<file path="src/rtl/csa_pkg.sv">
// Shared types and width helpers for the CSA accumulation path.
package csa_pkg;

    typedef enum logic [1:0] {IDLE, RUN, DONE} csa_state_e;

    localparam int CSA_W = 24;

    function automatic int res_width(int w);
        return w + 2;
    endfunction

    function automatic int nchunks(int res_w, int chunk);
        return (res_w + chunk - 1) / chunk;
    endfunction

    // Result width reused by the CSA tree top: holds (2^W-1)+(2^(W+1)-1).
    localparam int CSA_RES_W = res_width(CSA_W);

endpackage

</file>
<file path="src/rtl/csa_resolve_cpa_if.sv">
// Operand/result handshake bundle between the last CSA stage and writeback.
interface csa_resolve_cpa_if
    import csa_pkg::*;
#(
    parameter int W = 24
);
    localparam int RES_W = res_width(W);

    logic             in_valid;
    logic             in_ready;
    logic [W:1]       in_sum;
    logic [W+1:1]     in_carry;
    logic             out_valid;
    logic             out_ready;
    logic [RES_W:1]   out_result;

    modport master (
        output in_valid, in_sum, in_carry, out_ready,
        input  in_ready, out_valid, out_result
    );

    modport slave (
        input  in_valid, in_sum, in_carry, out_ready,
        output in_ready, out_valid, out_result
    );

endinterface

</file>
<file path="src/rtl/csa_resolve_chunk.sv">
// Combinational CHUNK-bit adder slice with carry in/out.
module csa_resolve_chunk #(
    parameter int CHUNK = 8
) (
    input  logic [CHUNK-1:0] a,
    input  logic [CHUNK-1:0] b,
    input  logic             cin,
    output logic [CHUNK-1:0] sum,
    output logic             cout
);

    assign {cout, sum} = {1'b0, a} + {1'b0, b} + {{CHUNK{1'b0}}, cin};

endmodule

</file>
<file path="src/rtl/csa_resolve_cpa.sv">
// Chunk-serial carry-propagate resolve of a carry-save pair into one binary result.
module csa_resolve_cpa
    import csa_pkg::*;
#(
    parameter int W     = 24,
    parameter int CHUNK = 8
) (
    input  logic               clk,
    input  logic               rst,
    csa_resolve_cpa_if.slave   bus
);

    localparam int RES_W = res_width(W);
    localparam int NCH   = nchunks(RES_W, CHUNK);
    localparam int PAD_W = NCH * CHUNK;
    localparam int IDX_W = (NCH > 1) ? $clog2(NCH) : 1;

    csa_state_e         state_q, state_d;
    logic [PAD_W-1:0]   opa_q, opb_q;
    logic [IDX_W-1:0]   idx_q;
    logic               carry_q;
    logic [RES_W-1:0]   res_q, res_d;
    logic [CHUNK-1:0]   csum;
    logic               cout;
    logic               accept;
    logic               last;
    int                 base;

    assign last = (idx_q == IDX_W'(NCH - 1));

    always_comb base = int'(idx_q) * CHUNK;

    csa_resolve_chunk #(.CHUNK(CHUNK)) u_chunk (
        .a    (opa_q[base +: CHUNK]),
        .b    (opb_q[base +: CHUNK]),
        .cin  (carry_q),
        .sum  (csum),
        .cout (cout)
    );

    always_ff @(posedge clk or posedge rst) begin
        if (rst) state_q <= IDLE;
        else     state_q <= state_d;
    end

    always_comb begin
        state_d       = state_q;
        accept        = 1'b0;
        bus.in_ready  = 1'b0;
        bus.out_valid = 1'b0;
        case (state_q)
            IDLE: begin
                bus.in_ready = 1'b1;
                if (bus.in_valid) begin
                    accept  = 1'b1;
                    state_d = RUN;
                end
            end
            RUN: begin
                if (last) state_d = DONE;
            end
            DONE: begin
                bus.out_valid = 1'b1;
                if (bus.out_ready) state_d = IDLE;
            end
            default: state_d = IDLE;
        endcase
    end

    // Bits of the top chunk that land above RES_W are dropped here.
    always_comb begin
        res_d = res_q;
        for (int i = 0; i < CHUNK; i++) begin
            if (base + i < RES_W) res_d[base + i] = csum[i];
        end
    end

    always_ff @(posedge clk or posedge rst) begin
        if (rst) begin
            opa_q   <= '0;
            opb_q   <= '0;
            idx_q   <= '0;
            carry_q <= 1'b0;
            res_q   <= '0;
        end else if (accept) begin
            opa_q   <= PAD_W'(bus.in_sum);
            opb_q   <= PAD_W'(bus.in_carry);
            idx_q   <= '0;
            carry_q <= 1'b0;
        end else if (state_q == RUN) begin
            res_q   <= res_d;
            carry_q <= cout;
            idx_q   <= idx_q + IDX_W'(1);
        end
    end

    assign bus.out_result = res_q;

    // RES_W is wide enough that the top chunk never carries out.
    a_final_carry_zero : assert property (
        @(posedge clk) disable iff (rst) (state_q == RUN && last) |-> !cout
    );

endmodule
</file>
<file path="src/flat_wrapper.sv">
// flat-port wrapper written by rule: the top's interface ports become plain ports
module csa_resolve_cpa_flat import csa_pkg::*;
#(
    parameter int W     = 24,
    parameter int CHUNK = 8
)
  (clk, rst, bus_in_valid, bus_in_sum, bus_in_carry, bus_out_ready, bus_in_ready, bus_out_valid, bus_out_result);
  csa_resolve_cpa_if #(.W(W)) bus_i ();
  input  logic clk;
  input  logic rst;
  input wire logic [$bits(bus_i.in_valid)-1:0] bus_in_valid;
  input wire logic [$bits(bus_i.in_sum)-1:0] bus_in_sum;
  input wire logic [$bits(bus_i.in_carry)-1:0] bus_in_carry;
  input wire logic [$bits(bus_i.out_ready)-1:0] bus_out_ready;
  output wire logic [$bits(bus_i.in_ready)-1:0] bus_in_ready;
  output wire logic [$bits(bus_i.out_valid)-1:0] bus_out_valid;
  output wire logic [$bits(bus_i.out_result)-1:0] bus_out_result;
  assign bus_i.in_valid = bus_in_valid;
  assign bus_i.in_sum = bus_in_sum;
  assign bus_i.in_carry = bus_in_carry;
  assign bus_i.out_ready = bus_out_ready;
  assign bus_in_ready = bus_i.in_ready;
  assign bus_out_valid = bus_i.out_valid;
  assign bus_out_result = bus_i.out_result;
  csa_resolve_cpa #(.W(W), .CHUNK(CHUNK)) u_core (.clk(clk), .rst(rst), .bus(bus_i));
endmodule
</file>
<file path="config.mk">
export PLATFORM = sky130hd
export DESIGN_NAME = csa_resolve_cpa_flat
export DESIGN_NICKNAME = d
export VERILOG_FILES = /design/src/rtl/csa_pkg.sv /design/src/rtl/csa_resolve_cpa_if.sv /design/src/rtl/csa_resolve_chunk.sv /design/src/rtl/csa_resolve_cpa.sv /design/src/flat_wrapper.sv
export SDC_FILE = /design/constraint.sdc
export NUM_CORES = 1
export LEC_CHECK = 0
export CAP_MARGIN = 25
export CORE_MARGIN = 2
export CORE_UTILIZATION = 46
export DETAILED_ROUTE_END_ITERATION = 6
export GPL_TIMING_DRIVEN = 0
export PLACE_DENSITY = 0.81
export SETUP_SLACK_MARGIN = 0.15
export SLEW_MARGIN = 40
export SYNTH_ARGS = -nofsm -noshare
export SYNTH_HDL_FRONTEND = slang
export SYNTH_SLANG_ARGS = --single-unit
</file>
<file path="constraint.sdc">
create_clock -name clk -period 3 [get_ports clk]
set_input_delay 0.6 -clock clk [delete_from_list [all_inputs] [get_ports clk]]
set_output_delay 0.6 -clock clk [all_outputs]
set_load 0.03 [all_outputs]
</file>
==> results.py, run 1 <==
# Flow results
metrics = {
    "status": {
        "outcome": "completed",
    },
    "layout": {
        "layout.cells.most_common_list": "184 x nand2_1, 80 x clkdlybuf4s50_1, 79 x dfrtp_1",
        "lay_top_count": "nand2_1",
        "top_area_cell_class": "registers",
        "post_route_cells_drive_above_1_share_pct": 10.0,
        "regArea_um2": 2000,
        "inv_count": 5,
        "logic_area_um2": 1850,
        "finish.net_count": 603,
        "signal_buffer_area_fraction_pct": 19.9,
        "largest_reg_flops": 26,
        "comb_share_pct": 35.1,
    },
    "worst_setup_path": {
        "cpLargestDelayFamily": "AND-OR/OR-AND gates",
        "r2r_cells": 11,
        "critical_path.endpoint_type": "flop",
        "timing.rr.end": "u_core.bus.out_result[24]",
        "slowest_stage": "dfrtp_2",
        "cp_data_arrival_time_ns": 3.04,
        "timing.critical_path.fanout_max": 10,
        "critical_path.cell_chain": "buf_8 > clkinvlp_4 > nor2_4 > buf_4 > nand2_1 > o21ai_1 > ha_1 > a21oi_2 > a211oi_1 > or3_4 > a32o_1",
        "worst_setup_path_start_kind": "flop",
        "slowest_delay_ns": 0.41,
        "cp_num_buf_inv": 3,
    },
    "power_and_ir_drop": {
        "switching_power_uw": 2930,
        "power_uw": 6560,
        "comb_power_share_pct": 58.5,
    },
    "route": {
        "vias_per_cell": 5.26,
        "drt-pass1-iter-count": 5,
        "wl_met2_mm": 4.87,
        "detail_route.wl_per_cell_um": 14.9,
    },
    "final_timing": {
        "maxSlewViolCount": 0,
        "fin_worst_hold_slack_ns": 0.480,
        "number_of_hold_slack_violations_in_the_final_timing_report": 0,
        "setup_repair_after_global_routing_missed_its_margin": "false",
        "final.setup.tns_ns": 0,
        "relSlewSlack_pct": 65.0,
        "finalWorstSetupSlack_ns": 0.200,
    },
    "placement": {
        "placement.io_buffers": 80,
        "preCtsSetupSlack_ns": -0.225,
        "final_weighted_congestion_in_routability_driven_placement": 0.865,
    },
    "synthesis": {
        "synthXorXnorAreaFrac_pct": 0.670,
        "postSynth.topFlopCell": "dfrtp_1",
        "post_synth_ao_oa_area_fraction_pct": 9.29,
        "mux_share_pct": 7.47,
        "mapped_area_um2": 3920,
        "top_cells_by_count": "184 x nand2_1, 80 x dfrtp_1, 20 x o21ai_0",
        "synth.comb.largest_family": "simple AND/OR/NAND/NOR gates",
        "synth_sequential_area_ratio_pct": 51.1,
        "edf_count": 0,
        "synth_cell_types": 39,
        "post_synth_net_total": 498,
        "syn-instance-count": 429,
    },
    "clock_network": {
        "cts_htree_levels": 3,
        "postCtsHoldBufs": 0,
        "worst_setup_hold_path_clk_slew_ns": 0.08,
        "clock-root-buffer": "clkbuf_8",
        "ctsResizeCount": 12,
        "cts_setup_buffers": 1,
    },
    "grt": {
        "grt_util_met2_pct": 36.6,
        "grt_max_degree": 48,
        "grt_util_met3_pct": 3.37,
        "grt_pass1_vias": 3315,
    },
    "floorplan": {
        "floorplan.die_area_um2": 9280,
        "design.portCount": 81,
    },
    "run": {
        "drv.max_cap_violation_count": 0,
    },
}
run_1/floorplan.png
Bar = 20 um. Pins as bars on the die edge.
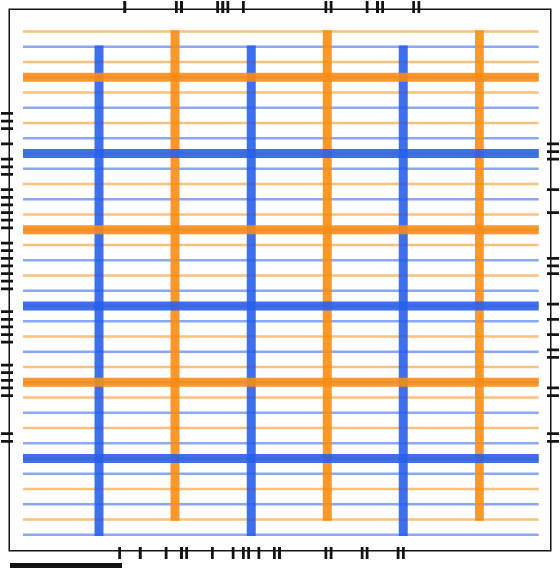
- VSS: blue
- VDD: orange
- met4 straps: 6
- rows: 33
- signal pins: 81
- met1 rails: 34
die extent in y: 96.3 um
placeable core region: 8260 um^2
maximum VDD drop: 0.577 mV

run_1/class_map.png
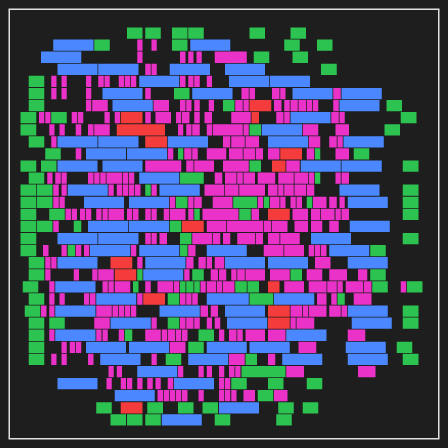
- remaining buffers and delay cells: green (cells 115; share of their area 20%)
- remaining logic cells: magenta (cells 328; share of their area 37%)
- clock drivers and dummy loads: red (cells 16; share of their area 4.2%)
- registers: blue (cells 80; share of their area 39%)
design area: 5280 um^2
final design utilization: 63.9%
sequential share of cell area: 37.9%
Core Rows: 33

run_1/clock_wires.png
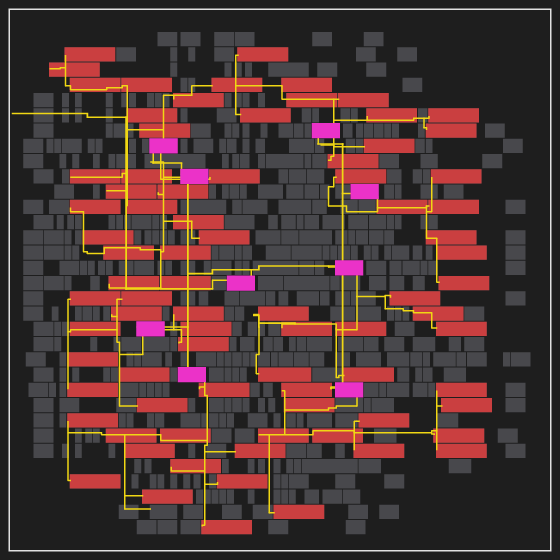
- clock-net drivers: magenta (count 9)
- clock wires: yellow (length 868 um)
- flip-flops: red (count 80)
- flops lie: all over the die
- routed clock nets: 10
power drawn by the clock network: 837 uW
Post-Route Skew: 0.0100 ns
later-pin clock latency in the skew report: 0.35 ns
part of the power in the clock network: 12.8%

run_1/layers.png
Bar = 20 um.
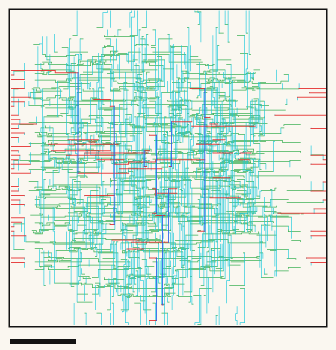
- M1: green (wire length 3,990 um)
- M4: blue (wire length 215 um)
- M2: cyan (wire length 4,870 um)
- M3: red (wire length 502 um)

run_1/congestion_map.png
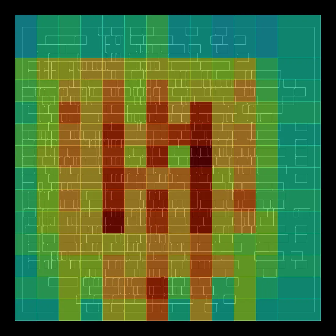

==> run 2: changes to the inputs <==
--- a/config.mk
+++ b/config.mk
@@ -10,6 +10,7 @@
 export CORE_UTILIZATION = 46
 export DETAILED_ROUTE_END_ITERATION = 6
 export GPL_TIMING_DRIVEN = 0
+export MAX_ROUTING_LAYER = met4
 export PLACE_DENSITY = 0.81
 export SETUP_SLACK_MARGIN = 0.15
 export SLEW_MARGIN = 40
run_2/congestion_map.png
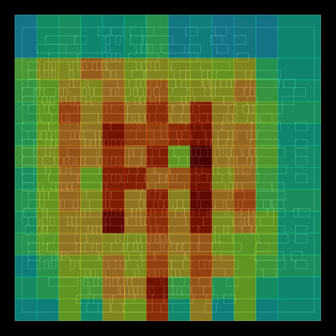
met2 Usage GRT: 36.7%
met1 track utilization from global routing: 28.5%

==> run 2 against run 1 <==
Effect of this change: cell area is the same; hold slack is essentially flat; setup slack lost 0.044 ns; highest routed layer unchanged.
==> results.py, run 2 <==
# Flow results
metrics = {
    "status": {
        "outcome": "completed",
    },
    "synthesis": {
        "mux_share_pct": 7.47,
        "post_synth_ao_oa_area_fraction_pct": 9.29,
        "synth.comb.largest_family": "simple AND/OR/NAND/NOR gates",
        "postSynth.topFlopCell": "dfrtp_1",
        "synth_cell_types": 39,
        "synth_sequential_area_ratio_pct": 51.1,
        "synthDominantAreaCellType": "dfrtp_1",
        "edf_count": 0,
        "asyncSetResetFlopFracSynth_pct": 100,
        "top_cells_by_count": "184 x nand2_1, 80 x dfrtp_1, 20 x o21ai_0",
        "syn-instance-count": 429,
        "mapped_area_um2": 3920,
        "post_synth_net_total": 498,
    },
    "worst_setup_path": {
        "cp_data_arrival_time_ns": 3.08,
        "worst_setup_path_start_kind": "flop",
        "cp_num_buf_inv": 3,
        "r2r_cells": 11,
        "timing.critical_path.fanout_max": 10,
        "critical_path.startpoint": "u_core.idx_q[0]",
        "slowest_stage": "dfrtp_2",
        "timing.rr.start": "u_core.idx_q[0]",
        "slowest_delay_ns": 0.42,
        "timing.rr.end": "u_core.bus.out_result[24]",
        "critical_path.endpoint_type": "flop",
        "cpLargestDelayFamily": "AND-OR/OR-AND gates",
        "critical_path.cell_chain": "buf_8 > clkinvlp_4 > nor2_4 > buf_4 > nand2_1 > o21ai_1 > ha_1 > a21oi_2 > a211oi_1 > or3_4 > a32o_1",
    },
    "power_and_ir_drop": {
        "sequential_power_share_pct": 28.7,
        "p_clk_uw": 841,
        "peakVddDrop_mv": 0.579,
        "power_leakage_uw": 0.00249,
        "power_uw": 6570,
        "switching_power_uw": 2940,
        "comb_power_share_pct": 58.5,
        "p_clk_share_pct": 12.8,
        "sequentialPower_uw": 1890,
    },
    "final_timing": {
        "relSlewSlack_pct": 65.4,
        "maxSlewViolCount": 0,
        "number_of_hold_slack_violations_in_the_final_timing_report": 0,
        "fin_skew_ns": 0.00958,
        "final.setup.tns_ns": 0,
        "fin_worst_hold_slack_ns": 0.480,
        "setup_repair_after_global_routing_missed_its_margin": "false",
        "finalWorstSetupSlack_ns": 0.156,
    },
    "layout": {
        "nClkBuffers": 12,
        "signal_buffer_area_fraction_pct": 19.9,
        "final_util_pct": 63.9,
        "lay_top_count": "nand2_1",
        "regArea_um2": 2000,
        "top_area_cell_class": "registers",
        "area.share.sequential_pct": 37.9,
        "insertedDiodeCount": 0,
        "post_route_cells_drive_above_1_share_pct": 10.0,
        "finish.net_count": 603,
        "largest_reg_flops": 26,
        "inv_count": 5,
        "design_area_um2": 5280,
        "layout.cells.most_common_list": "184 x nand2_1, 80 x clkdlybuf4s50_1, 79 x dfrtp_1",
        "logic_area_um2": 1850,
        "final-instance-count-excl-fill": 644,
        "comb_share_pct": 35.1,
    },
    "placement": {
        "dp_cells": 615,
        "placement.io_buffers": 80,
        "preCtsSetupSlack_ns": -0.225,
        "final_weighted_congestion_in_routability_driven_placement": 0.879,
    },
    "floorplan": {
        "die_height_um": 96.3,
        "core.rowCount": 33,
        "core-area_um2": 8260,
        "floorplan.die_area_um2": 9280,
        "dieWidth_um": 96.3,
        "design.portCount": 81,
    },
    "clock_network": {
        "worst_setup_hold_path_clk_slew_ns": 0.08,
        "ctsResizeCount": 12,
        "clock-root-buffer": "clkbuf_8",
        "clk-insertion-delay-late_ns": 0.35,
        "cts_setup_buffers": 1,
        "postCtsHoldBufs": 0,
        "cts_htree_levels": 3,
    },
    "route": {
        "detail_route.wl_per_cell_um": 14.9,
        "wl_met2_mm": 4.78,
        "drt-pass1-iter-count": 4,
        "vias_per_cell": 5.25,
        "top_metal_used": "met4",
        "postRouteWirelength_mm": 9.60,
    },
    "run": {
        "drv.max_cap_violation_count": 0,
    },
    "grt": {
        "grt_util_met3_pct": 3.29,
        "grt_max_degree": 48,
        "grt_pass1_vias": 3312,
    },
}
run_2/clock_wires.png
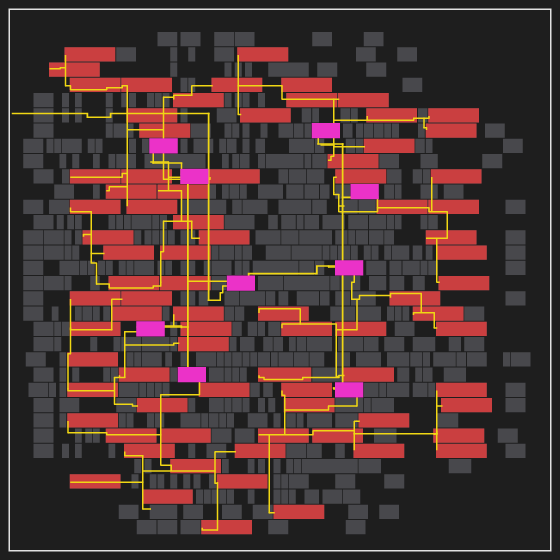

==> run 3: changes to the inputs <==
--- a/config.mk
+++ b/config.mk
@@ -5,6 +5,7 @@
 export SDC_FILE = /design/constraint.sdc
 export NUM_CORES = 1
 export LEC_CHECK = 0
+export ABC_AREA = 1
 export CAP_MARGIN = 25
 export CORE_MARGIN = 2
 export CORE_UTILIZATION = 46
@@ -13,6 +14,7 @@
 export MAX_ROUTING_LAYER = met4
 export PLACE_DENSITY = 0.81
 export SETUP_SLACK_MARGIN = 0.15
+export SKIP_CTS_REPAIR_TIMING = 1
 export SLEW_MARGIN = 40
 export SYNTH_ARGS = -nofsm -noshare
 export SYNTH_HDL_FRONTEND = slang
run_3/clock_wires.png
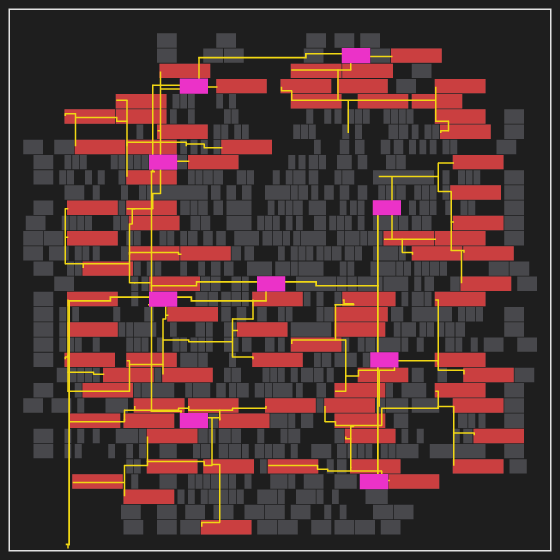
- flip-flops: red (count 80)
- clock-net drivers: magenta (count 9)
- clock wires: yellow (length 937 um)
- flops lie: all over the die
- routed clock nets: 10

==> run 3 against run 2 <==
Effect of this change: total power fell by 1.4%; synthesized cell count rose by 12%; sequential power about the same; clock skew about the same; via count grew 3.1%; sequential share of layout area is 0.97 points higher; cell count grew 6.4%; combinational power fell by 3%; first-iteration DRC count is 20% lower; utilization is 1.6 points lower; count of clock-buffer cells in the layout rose by 1; highest routed layer unchanged.
==> results.py, run 3 <==
# Flow results
metrics = {
    "power_and_ir_drop": {
        "sequential_power_share_pct": 29.3,
        "p_clk_uw": 858,
        "power_uw": 6480,
        "power_leakage_uw": 0.00260,
        "p_clk_share_pct": 13.2,
        "switching_power_uw": 3020,
    },
    "synthesis": {
        "mux_share_pct": 0,
        "synth_sequential_area_ratio_pct": 50.8,
        "edf_count": 0,
        "synth_cell_types": 28,
        "top_cells_by_count": "193 x nand2_1, 80 x dfrtp_1, 43 x o21ai_0",
        "post_synth_net_total": 549,
        "postSynth.topFlopCell": "dfrtp_1",
        "synth.comb.largest_family": "simple AND/OR/NAND/NOR gates",
        "synthDominantAreaCellType": "dfrtp_1",
        "syn-instance-count": 480,
    },
    "grt": {
        "grt_max_degree": 50,
        "grt_util_met3_pct": 4.27,
        "groute.layer.met1.usage_pct": 27.0,
        "grt_util_met2_pct": 36.9,
    },
    "clock_network": {
        "clk-insertion-delay-late_ns": 0.35,
        "cts_htree_levels": 3,
        "worst_setup_hold_path_clk_slew_ns": 0.07,
        "clock-root-buffer": "clkbuf_8",
    },
    "floorplan": {
        "core-area_um2": 8260,
        "die_height_um": 96.6,
        "core.rowCount": 33,
        "floorplan.die_area_um2": 9320,
        "dieWidth_um": 96.6,
    },
    "run": {
        "drv.max_cap_violation_count": 0,
    },
    "final_timing": {
        "relSlewSlack_pct": 69.3,
        "fin_worst_hold_slack_ns": 0.480,
        "finalWorstSetupSlack_ns": 0.226,
        "fin_skew_ns": 0.00964,
        "number_of_hold_slack_violations_in_the_final_timing_report": 0,
        "setup_repair_after_global_routing_missed_its_margin": "false",
    },
    "worst_setup_path": {
        "timing.critical_path.fanout_max": 10,
        "timing.rr.end": "u_core.bus.out_result[21]",
        "worst_setup_path_start_kind": "flop",
        "critical_path.cell_chain": "clkbuf_1 > nand2_2 > o22ai_1 > fa_1 > fa_1 > nand2_1 > nand3_1 > or2_2 > nand3_1 > nand2_1",
        "cp_num_buf_inv": 1,
        "critical_path.startpoint": "u_core.idx_q[1]",
        "slowest_delay_ns": 0.46,
        "critical_path.endpoint_type": "flop",
    },
    "layout": {
        "regArea_um2": 2000,
        "layout.cells.most_common_list": "192 x nand2_1, 80 x clkdlybuf4s50_1, 78 x dfrtp_1",
        "comb_share_pct": 32.5,
        "signal_buffer_area_fraction_pct": 18.8,
        "final_util_pct": 62.4,
        "final-instance-count-excl-fill": 685,
        "logic_area_um2": 1680,
        "largest_reg_flops": 26,
        "inv_count": 41,
        "insertedDiodeCount": 0,
        "nClkBuffers": 13,
    },
    "route": {
        "detail_route.wl_per_cell_um": 13.7,
        "vias_per_cell": 5.09,
        "drt-pass1-iter-count": 5,
        "top_metal_used": "met4",
        "postRouteWirelength_mm": 9.37,
    },
    "placement": {
        "placement.io_buffers": 80,
        "dp_cells": 666,
        "final_weighted_congestion_in_routability_driven_placement": 0.895,
    },
    "status": {
        "outcome": "completed",
    },
}
Power is estimated from default activity; no workload was simulated.
